Fig. 1: drive-strength map
Bar = 20 um.
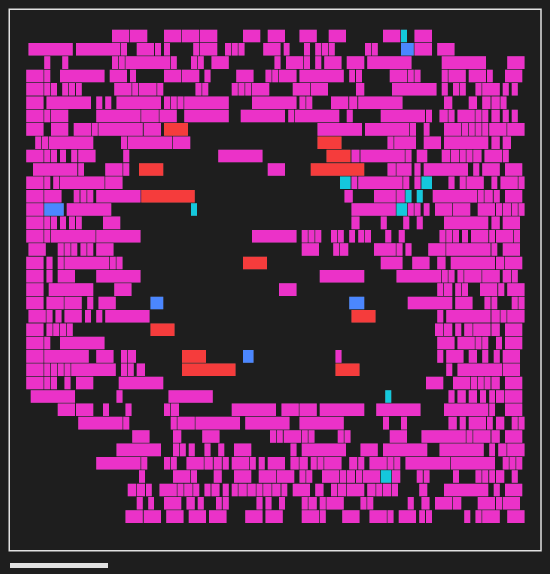
Fig. 2: metal 4
Bar = 20 um.
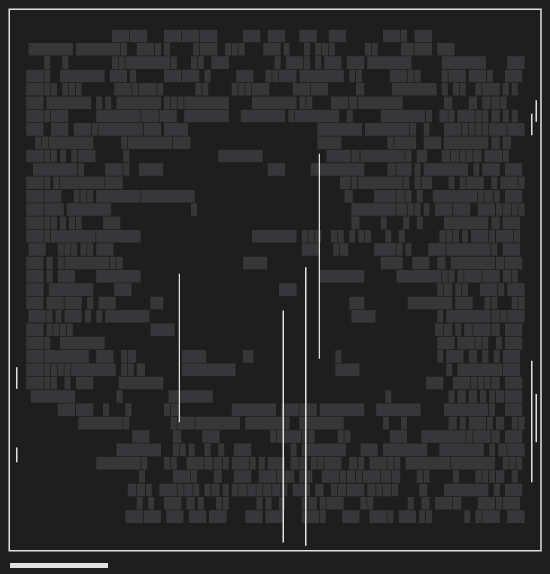
Fig. 3: signal wires by layer
Only two layers are drawn.
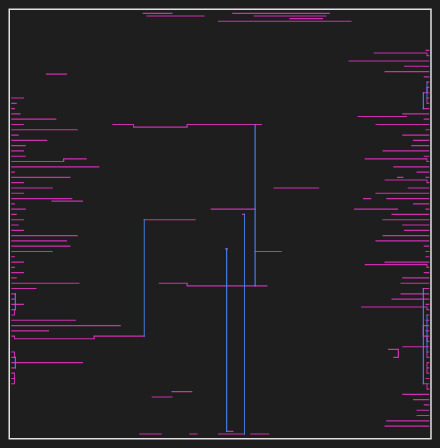
Fig. 4: clock wiring as the flow saved it
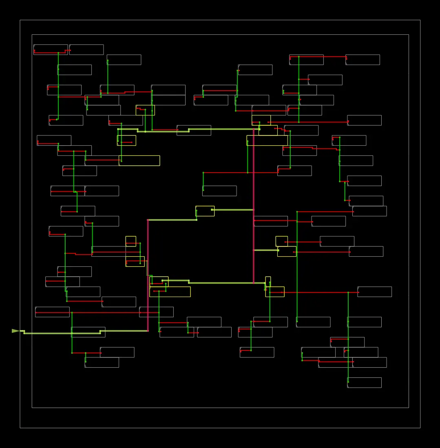
Fig. 5: the metal 2 layer
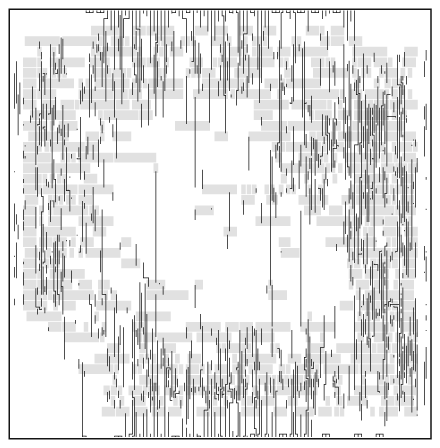
$ cat src/rtl/mem_arbiter.sv
// Single-port memory arbiter between instruction fetch and the MEM stage.
// MEM has priority; a saturating starvation counter forces an IF grant so fetch always progresses.
module mem_arbiter #(
   parameter int ADDR_W     = 32,
   parameter int DATA_W     = 32,
   parameter int STARVE_MAX = 3
) (
   input  logic              clk,
   input  logic              rst,
   // instruction fetch port
   input  logic              ifreq,
   input  logic [ADDR_W-1:0] ifaddr,
   output logic [DATA_W-1:0] ifrdata,
   output logic              ifvalid,
   output logic              stallif,
   // data port
   input  logic              memrd,
   input  logic              memwr,
   input  logic [ADDR_W-1:0] memaddr,
   input  logic [DATA_W-1:0] memwdata,
   output logic [DATA_W-1:0] memrdata,
   output logic              memvalid,
   output logic              stallmem,
   // memory side
   output logic              ramreq,
   output logic              ramwe,
   output logic [ADDR_W-1:0] ramaddr,
   output logic [DATA_W-1:0] ramwdata,
   input  logic [DATA_W-1:0] ramrdata,
   input  logic              ramack
);

   // Out-of-range settings are clamped so the 4-bit counter can always reach the limit.
   localparam int STARVE_CLAMP = (STARVE_MAX < 1) ? 1 : ((STARVE_MAX > 15) ? 15 : STARVE_MAX);
   localparam logic [3:0] STARVE_LIM = 4'(STARVE_CLAMP);

   localparam int P_IF  = 0;
   localparam int P_MEM = 1;

   typedef enum logic [1:0] {
      IDLE     = 2'd0,
      BUSY_IF  = 2'd1,
      BUSY_MEM = 2'd2
   } state_t;

   state_t              state_reg, state_next;
   logic [3:0]          starve_reg, starve_next;
   logic                ramreq_reg, ramreq_next;
   logic                ramwe_reg, ramwe_next;
   logic [ADDR_W-1:0]   ramaddr_reg, ramaddr_next;
   logic [DATA_W-1:0]   ramwdata_reg, ramwdata_next;

   logic                mem_req;
   logic                if_forced;
   logic                mem_win;
   logic [1:0]          port_req;
   logic [1:0]          port_owner;
   logic [1:0]          port_valid;
   logic [1:0]          port_stall;

   assign mem_req   = memrd | memwr;
   assign if_forced = ifreq & (starve_reg >= STARVE_LIM);
   assign mem_win   = mem_req & ~if_forced;

   assign port_req[P_IF]    = ifreq;
   assign port_req[P_MEM]   = mem_req;
   assign port_owner[P_IF]  = (state_reg == BUSY_IF);
   assign port_owner[P_MEM] = (state_reg == BUSY_MEM);

   // Completion and stall are the same per-port function of ownership and request.
   genvar gi;
   generate
      for (gi = 0; gi < 2; gi++) begin : g_port
         assign port_valid[gi] = ramack & port_owner[gi];
         assign port_stall[gi] = port_req[gi] & ~port_valid[gi];
      end
   endgenerate

   assign ifvalid  = port_valid[P_IF];
   assign memvalid = port_valid[P_MEM];
   assign stallif  = port_stall[P_IF];
   assign stallmem = port_stall[P_MEM];

   assign ifrdata  = ramrdata;
   assign memrdata = ramrdata;

   assign ramreq   = ramreq_reg;
   assign ramwe    = ramwe_reg;
   assign ramaddr  = ramaddr_reg;
   assign ramwdata = ramwdata_reg;

   always_ff @(posedge clk or posedge rst) begin
      if (rst) begin
         state_reg    <= IDLE;
         starve_reg   <= '0;
         ramreq_reg   <= 1'b0;
         ramwe_reg    <= 1'b0;
         ramaddr_reg  <= '0;
         ramwdata_reg <= '0;
      end else begin
         state_reg    <= state_next;
         starve_reg   <= starve_next;
         ramreq_reg   <= ramreq_next;
         ramwe_reg    <= ramwe_next;
         ramaddr_reg  <= ramaddr_next;
         ramwdata_reg <= ramwdata_next;
      end
   end

   always_comb begin
      state_next    = state_reg;
      starve_next   = starve_reg;
      ramreq_next   = ramreq_reg;
      ramwe_next    = ramwe_reg;
      ramaddr_next  = ramaddr_reg;
      ramwdata_next = ramwdata_reg;

      // A fetch that is not waiting cannot be starved.
      if (!ifreq) begin
         starve_next = '0;
      end

      case (state_reg)
         IDLE: begin
            ramreq_next = 1'b0;
            if (mem_win) begin
               state_next    = BUSY_MEM;
               ramreq_next   = 1'b1;
               ramwe_next    = memwr;
               ramaddr_next  = memaddr;
               ramwdata_next = memwdata;
               if (ifreq && (starve_reg < STARVE_LIM)) begin
                  starve_next = starve_reg + 4'd1;
               end
            end else if (ifreq) begin
               state_next   = BUSY_IF;
               ramreq_next  = 1'b1;
               ramwe_next   = 1'b0;
               ramaddr_next = ifaddr;
               starve_next  = '0;
            end
         end
         BUSY_IF, BUSY_MEM: begin
            if (ramack) begin
               state_next  = IDLE;
               ramreq_next = 1'b0;
            end
         end
         default: begin
            state_next  = IDLE;
            ramreq_next = 1'b0;
         end
      endcase
   end

endmodule

$ cat config.mk
export PLATFORM = sky130hd
export DESIGN_NAME = mem_arbiter
export DESIGN_NICKNAME = d
export VERILOG_FILES = /design/src/rtl/mem_arbiter.sv
export SDC_FILE = /design/constraint.sdc
export NUM_CORES = 1
export LEC_CHECK = 0
export ABC_AREA = 1
export CORE_AREA = 3 3 105 107
export DETAILED_ROUTE_END_ITERATION = 10
export DIE_AREA = 0 0 108 110
export PLACE_DENSITY = 0.94
export SLEW_MARGIN = 0
export SYNTH_ARGS = -nofsm -noshare
export SYNTH_HDL_FRONTEND = slang
export SYNTH_SLANG_ARGS = --single-unit
export TNS_END_PERCENT = 30
$ cat constraint.sdc
create_clock -name clk -period 7.2 [get_ports clk]
set_input_delay 1.44 -clock clk [delete_from_list [all_inputs] [get_ports clk]]
set_output_delay 1.44 -clock clk [all_outputs]
set_load 0.05 [all_outputs]
==> reports/metrics.yaml <==
ys_chip_area_sq_um: 3970
die_x_um: 108
worst_ep_required_time_ns: 5.76
synthCells: 532
mi_logic_area_sq_um: 1260
setup_viol_count_final: 0
yosys.cell_types.count: 18
path_class: "input pin to output port"
final_hold_viol_count: 0
ys_seq_frac: 0.454
cp_common_cell: "clkdlybuf4s50_1"
first_pass_iters: 6
top_usage_layer: "met2"
clk-insertion-delay-late_ns: 0.33
yosysWarningCount: 0
met1_usage: 0.208
max_cap_viol_count: 0
area_growth_pct: 38.0
grt_pass1_vias: 3398
max_freq_ghz: 0.217
chip_area_sq_um: 11900
vias_per_cell: 4.49
top_cell: "nand2_1"
crit_slowest_cell: "clkdlybuf4s50_1"
fp_util: 0.388
leakage_nw: 2.85
port_buffers: 171
synth-main-ff-cell: "dfrtp_1"
edf_count: 0
p_per_area_nw_per_um2: 486
grt_max_degree: 73
min_period_ns: 4.61
async_reset_ff_frac: 1.00
drc: 0
synth_nets: 670
cts_root_buf: "clkbuf_8"
drt_iter0_drc: 194
syn_area_sq_um: 3970
die_h_um: 110
top_cells_by_area: "dfrtp_1 45%, nand2_1 20%, buf_4 13%"
cts_made_buffers: 9
antenna_found_initial: 1
startpoint_type: "input pin"
num_rows: 37
drtAntennaViolNets: 0
p_total_mw: 2.66
warnings: 28
ys_ff: 72
slew_headroom: 0.392
layout-drive-gt1-share: 0.0411
num-nets-final: 767
num-fill-cells: 935
ys_cells: 532
grt_overflow: 0
end_kind: "output port"
top_cells_by_count: "208 x nand2_1, 72 x dfrtp_1, 72 x inv_1"
min_period_over_period: 0.640
clock_path_buffers: 2
final_util: 0.536
design.core.area_sq_um: 10200
yosys.area.top_type_share: 0.454
postCtsHoldBufs: 0
dp_hpwl_mm: 7.44
crit_path_max_incr_delay_ns: 0.85
postCtsSetupRepairBufs: 0
ctsResizeCount: 0
cp.arrival_ns: 3.17
finalMaxSlewViolations: 0
yosysTopAreaCell: "dfrtp_1"
rsz0062_at_grt: "no"
cp_max_fo: 7
final.setup.tns_ns: 0
min_path_type: "flop to flop"
grtUsageMet3: 0.0763
seqCellArea_sq_um: 1800
htreeDepth: 3
clk_pin_slew_ns: 0.07
worstMarginPinSlew_ns: 0.912
grt_pass1_wl_mm: 16.5
cts_tree: "done"
gp_congestion: 0.691
outcome: "finished, final reports clean"
path_cells: "clkdlybuf4s50_1, inv_2, nor2_1, clkdlybuf4s50_1"
ir_drop_mv: 0.241
ios: 268
syn_avg_cell_area_sq_um: 7.46
About Fig. 1:
size	color	cells
x6 and larger	red	12
x1 and smaller	magenta	607
x2	cyan	9
x3 and x4	blue	5
post-route cell area: 5480 sq um
Final WS setup: 2.59 ns
Repair and plain buffers: 172

About Fig. 2:
nets with wire on the layer	10
longest straight run	56.4 um
share of all routed wire	2.1%
main direction	vertical
final wirelength: 10.5 mm
Via Count: 3455

About Fig. 3:
layer	color	wire length
M4	blue	224 um
M3	magenta	1060 um
Avg WL per Cell: 13.7 um
total track usage: 0.178

About Fig. 4:
clock buffers: 10
clock sinks: 72
Final Skew: 0.00747 ns

About Fig. 5:
nets with wire on the layer	594
main direction	vertical
share of all routed wire	46%
GRT met2 Usage: 0.294

cell usage in the layout (no fill, tap or decap):
cell type	instances
diode_2	1
inv_2	5
clkbuf_1	1
clkinv_4	1
nor2_1	8
nand4_1	1
ha_1	4
nand2_1	208
o2bb2ai_1	1
clkdlybuf4s50_1	171
nand3_1	66
o21ai_0	3
nand2_2	4
bufinv_16	3
nor3_1	1
inv_1	71
buf_4	1
clkbuf_8	9
dfrtp_1	72
clkinvlp_4	1
nor2_4	1
inv_4	1
area by class of cell:
| class | count | area share |
|---|---|---|
| diodes | 1 | 0.000457 |
| clock buffers | 10 | 0.0233 |
| clock inverters | 5 | 0.0194 |
| inverters | 77 | 0.0532 |
| multi-input cells | 297 | 0.230 |
| flip-flops and latches | 72 | 0.329 |
| well taps | 136 | 0.0310 |
| repair buffers | 172 | 0.314 |
critical path: cells and delay by family:
kind                   cells  cell delay [ns]
buffers and inverters      3             1.55
AND/OR/NAND/NOR            1             0.17
report_power, final:
| group | leakage, nW | internal (mW) | total (mW) | switching, mW |
|---|---|---|---|---|
| registers | 0.882 | 0.600 | 0.706 | 0.106 |
| clock network | 0.113 | 0.229 | 0.378 | 0.149 |
| logic | 1.85 | 0.493 | 1.58 | 1.09 |
logic make-up after synthesis:
| family | count (synthesis) | synth area share |
|---|---|---|
| AND-OR/OR-AND | 4 | 0.00599 |
| flip-flops | 72 | 0.454 |
| buffers and inverters | 163 | 0.228 |
| AND/OR/NAND/NOR | 289 | 0.299 |
| adder cells (fa/ha/maj) | 4 | 0.0126 |
through the flow:
| step | cells | hold slack [ns] | setup slack, ns | instance area, sq um |
|---|---|---|---|---|
| floorplan | 532 | 0.473 | 3.35 | 3970 |
| global placement | 754 | 0.461 | 2.63 | 5250 |
| detailed placement | 754 | 0.464 | 2.58 | 5250 |
| CTS | 769 | 0.486 | 2.57 | 5480 |
| global route | 770 | 0.499 | 2.49 | 5480 |
| finish | 770 | 0.479 | 2.59 | 5480 |
metal layers:
| metal | up-vias | wire length (um) |
|---|---|---|
| li1 | 1716 | - |
| met1 | 1565 | 4370 |
| met5 | - | 0 |
| met4 | 0 | 223 |
| met2 | 152 | 4870 |
| met3 | 22 | 1060 |
path summary, 6_finish.rpt:
check	end	slack, ns	start	cells past startpoint
max in group asynchronous	ramwdata[3]	4.91	rst	3
max	stallif	2.59	ifreq	4
min	ramaddr[6]	0.48	ramaddr[6]	2
max reg2reg	ramwdata[12]	4.52	starve_reg[0]	8
min reg2reg	ramaddr[6]	0.48	ramaddr[6]	2
min in group asynchronous	ramwdata[12]	1.70	rst	3
Power and IR drop assume default switching activity.
